File: config.mk
export PLATFORM = sky130hd
export DESIGN_NAME = regfile_seq
export DESIGN_NICKNAME = d
export VERILOG_FILES = /design/src/rtl/regfile_seq_pkg.sv /design/src/rtl/regfile_seq.sv
export SDC_FILE = /design/constraint.sdc
export NUM_CORES = 1
export LEC_CHECK = 0
export ABC_AREA = 0
export ABC_CLOCK_PERIOD_IN_PS = 3700
export CAP_MARGIN = 20
export CORE_ASPECT_RATIO = 0.6
export CORE_MARGIN = 2
export CORE_UTILIZATION = 27
export DETAILED_ROUTE_END_ITERATION = 12
export HOLD_SLACK_MARGIN = 0.08
export SYNTH_ARGS = -nofsm -noshare
export SYNTH_HDL_FRONTEND = slang
export SYNTH_SLANG_ARGS = --single-unit
File: constraint.sdc
create_clock -name clk -period 3.7 [get_ports clk]
set_clock_uncertainty 0.1 [all_clocks]
set_input_delay 0.74 -clock clk [delete_from_list [all_inputs] [get_ports clk]]
set_output_delay 0.74 -clock clk [all_outputs]
set_load 0.01 [all_outputs]
File: src/rtl/regfile_seq_pkg.sv
// Shared definitions for the register-file access sequencer: state encoding,
// register-file address map and field widths also used by decode and the register file.
package regfile_seq_pkg;

  localparam int PC_IDX     = 7;
  localparam int CONST_BASE = 8;

  // Register index field (R0-R7) and full register-file select (bank bit + index)
  localparam int REG_IDX_W = 3;
  localparam int RF_SEL_W  = REG_IDX_W + 1;

  typedef enum logic [2:0] {
    S_IDLE,
    S_RD_SRC,
    S_RD_DST,
    S_CAP,
    S_WAIT_RES,
    S_WRITE,
    S_INC
  } state_t;

  // Bank bit selects the constant table (regnum CONST_BASE + idx)
  function automatic logic [RF_SEL_W-1:0] rf_sel(input logic use_const,
                                                 input logic [REG_IDX_W-1:0] idx);
    return {use_const, idx};
  endfunction

endpackage

File: src/rtl/regfile_seq.sv
// Register-file access sequencer: serialises source read, destination read,
// ALU handshake, optional write-back and PC increment through one register-file port.
module regfile_seq
  import regfile_seq_pkg::*;
#(
  parameter int DW     = 16,
  parameter int RNW    = 8,
  parameter int PC_IDX = regfile_seq_pkg::PC_IDX
) (
  input  logic                 clk,
  input  logic                 rst,
  input  logic                 start,
  output logic                 ready,
  input  logic                 src_en,
  input  logic                 rc,
  input  logic [REG_IDX_W-1:0] src,
  input  logic [REG_IDX_W-1:0] dst,
  input  logic                 wb_en,
  output logic [DW-1:0]        src_val,
  output logic [DW-1:0]        dst_val,
  output logic                 ops_valid,
  input  logic                 res_valid,
  input  logic [DW-1:0]        res_data,
  output logic                 done,
  output logic [RNW-1:0]       rf_regnum,
  output logic                 rf_rw,
  output logic [DW-1:0]        rf_datain,
  output logic                 rf_inc,
  input  logic [DW-1:0]        rf_dataout
);

  state_t state, state_nx;

  logic                 src_en_q;
  logic                 rc_q;
  logic [REG_IDX_W-1:0] src_q;
  logic [REG_IDX_W-1:0] dst_q;
  logic                 wb_q;

  logic dst_is_pc;
  assign dst_is_pc = (dst_q == REG_IDX_W'(PC_IDX));

  // Instruction fields: pure data, loaded only when a start is accepted
  always_ff @(posedge clk) begin
    if (state == S_IDLE && start) begin
      src_en_q <= src_en;
      rc_q     <= rc;
      src_q    <= src;
      dst_q    <= dst;
      wb_q     <= wb_en;
    end
  end

  // Sequencer state and visible operand/result registers
  always_ff @(posedge clk) begin
    if (rst) begin
      state     <= S_IDLE;
      src_val   <= '0;
      dst_val   <= '0;
      rf_datain <= '0;
    end else begin
      state <= state_nx;
      case (state)
        S_IDLE: begin
          if (start && !src_en) src_val <= '0;
        end
        S_RD_DST: begin
          if (src_en_q) src_val <= rf_dataout;
        end
        S_CAP: begin
          dst_val <= rf_dataout;
        end
        S_WAIT_RES: begin
          if (res_valid) rf_datain <= res_data;
        end
        default: ;
      endcase
    end
  end

  // Next state and Moore outputs; port is parked at regnum 0 / read when unused
  always_comb begin
    state_nx  = state;
    ready     = 1'b0;
    ops_valid = 1'b0;
    done      = 1'b0;
    rf_regnum = '0;
    rf_rw     = 1'b0;
    rf_inc    = 1'b0;
    case (state)
      S_IDLE: begin
        ready = 1'b1;
        if (start) state_nx = src_en ? S_RD_SRC : S_RD_DST;
      end
      S_RD_SRC: begin
        rf_regnum = {{(RNW-RF_SEL_W){1'b0}}, rf_sel(rc_q, src_q)};
        state_nx  = S_RD_DST;
      end
      S_RD_DST: begin
        rf_regnum = {{(RNW-REG_IDX_W){1'b0}}, dst_q};
        state_nx  = S_CAP;
      end
      S_CAP: begin
        state_nx = S_WAIT_RES;
      end
      S_WAIT_RES: begin
        ops_valid = 1'b1;
        if (res_valid) state_nx = wb_q ? S_WRITE : S_INC;
      end
      S_WRITE: begin
        rf_rw     = 1'b1;
        rf_regnum = {{(RNW-REG_IDX_W){1'b0}}, dst_q};
        // A write to the PC already redirects it, so the +2 step is skipped
        if (dst_is_pc) begin
          done     = 1'b1;
          state_nx = S_IDLE;
        end else begin
          state_nx = S_INC;
        end
      end
      S_INC: begin
        rf_inc   = 1'b1;
        done     = 1'b1;
        state_nx = S_IDLE;
      end
      default: state_nx = S_IDLE;
    endcase
  end

  a_rw_inc_exclusive: assert property (@(posedge clk) disable iff (rst) !(rf_rw && rf_inc));

endmodule

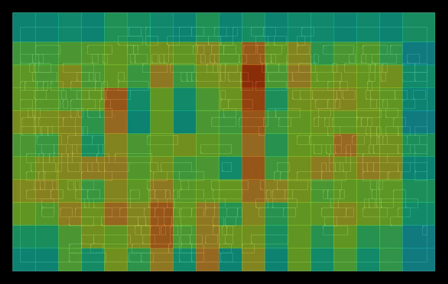
Run 1: routing congestion map
Final Util: 43.28%
met1 usage: 17.82%
Routed WL per cell: 14.01 um

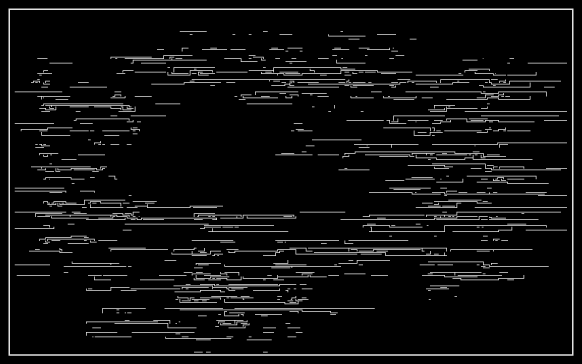
Run 1: met1 routing
nets with wire on the layer	346
share of all routed wire	49%
longest straight run	34.5 um
main direction	horizontal

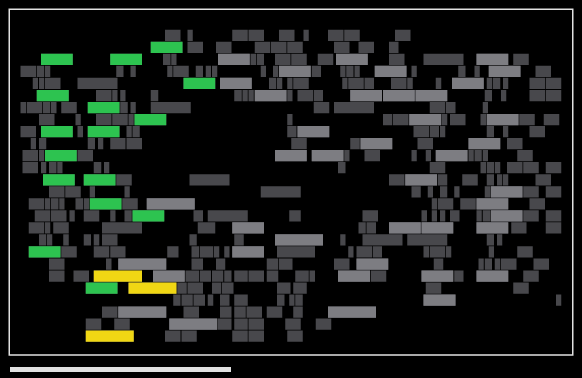
Run 1: sequential cells grouped by signal name
The bar under the picture is 50 um long.
name in the netlist	color	placed flops
rf_datain	green	16
dst_q	yellow	3
not colored	41

==> results.tsv, run 1 <==
metric	value	unit
highest metal used	met4	
crit path launch	state[0]	
Seq pwr share	43.8	%
met3 wire length	706	um
WHS Path Cells	2	
final hold violation count	0	
registers	60	
share of the synthesized area in the top cell type	41.65	%
Comb power frac	12.7	%
met2 Use GR	20.43	%
RSZ-0062 raised after global routing	no	
worst r2r dst	src_val[2]	
buffer depth of the longest clock path	2	
hold path startpoint	rf_datain[13]	
Crit path required time	2.86	ns
Synth Area in Simple Gates	23.58	%
seq pwr	721	uW
peak supply drop	0.2103	mV
yosys stat cell total	270	
vias in the first global route	2140	
status	complete, no violations	
Finish-stage setup viols	0	
min Tclk post-route	3.022	ns
die area	9882	um^2
post-cts sizing count	0	
worst path cell trace	nand3b_1 > inv_1 > o2bb2ai_1 > clkdlybuf4s50_1	
post-place setup slack	0.9485	ns
## Run 2: what changed since run 1
Settings changed: ABC_CLOCK_PERIOD_IN_PS 3700 to 3000.
Clock period 3.7 ns to 3 ns, I/O delays scaled along.
==> run 2 against run 1 <==
Final cell count up 1.3%; flip-flop count unchanged; clock-buffer cell count decreased by 2; sequential share of layout area down 0.61 points; total power grew 30%; synthesized cell count unchanged; area after synthesis is the same; wire length decreased by 0.12%; register-to-register slack lost 0.73 ns; cell area rose by 1.9%; setup slack lost 0.51 ns; via count up 2.3%; critical path type unchanged; critical endpoint is now rf_regnum[1].
==> results.tsv, run 2 <==
metric	value	unit	change
crit path launch	state[1]		
flip-flops with a built-in enable	9		
Top pwr grp	clock		
met1 usage	18.54	%	+0.72 points
clk sinks	60		
registers	60		unchanged
Synth Area in Simple Gates	23.58	%	unchanged
buffer depth of the longest clock path	2		unchanged
highest metal used	met4		
hold path startpoint	rf_datain[0]		
vias in the first global route	2145		+0.23%
Pins Over Slew Limit	0		
share of the synthesized area in the top cell type	41.65	%	unchanged
Finish-stage setup viols	0		unchanged
peak supply drop	0.2881	mV	+37%
min Tclk post-route	2.833	ns	
final hold violation count	0		unchanged
status	complete, no violations		
met2 Use GR	20.11	%	-0.32 points
WHS Path Cells	2		unchanged
post-place setup slack	0.3879	ns	-0.5606 ns
maxcap violations	0		
cycle use final	94.42	%	
Synth Flop Type	dfxtp_1		
post-cts sizing count	0		unchanged
seq pwr	887	uW	+23%
worst path cell trace	nor2b_1 > a22oi_1 > o2bb2ai_1 > clkdlybuf4s50_1		
die area	9882	um^2	unchanged
Pwr Total	2.134	mW	
Avg Vias per Cell	4.484		
xor/xnor share	0	%	
FP Rows	26		
met3 wire length	685	um	-3.0%
RSZ-0062 raised after global routing	no		
worst r2r dst	src_val[7]		
Seq pwr share	41.6	%	-2.2 points
Latency at later pin	0.32	ns	
Comb power frac	12.4	%	-0.3 points
yosys stat cell total	270		unchanged
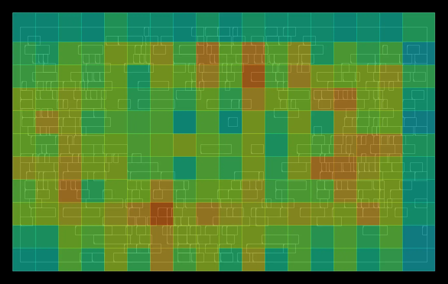
Run 2: routing congestion map
GRT Overall Usage: 14.12%
GRT Max-Usage Layer: met2
Routed WL per cell: 13.82 um
Final Util: 44.10%

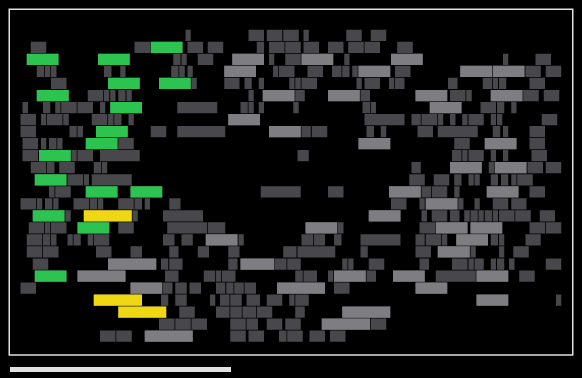
Run 2: sequential cells grouped by signal name
The bar under the picture is 50 um long.
name in the netlist	color	placed flops
dst_q	yellow	3
rf_datain	green	16

Power and IR drop assume default switching activity.
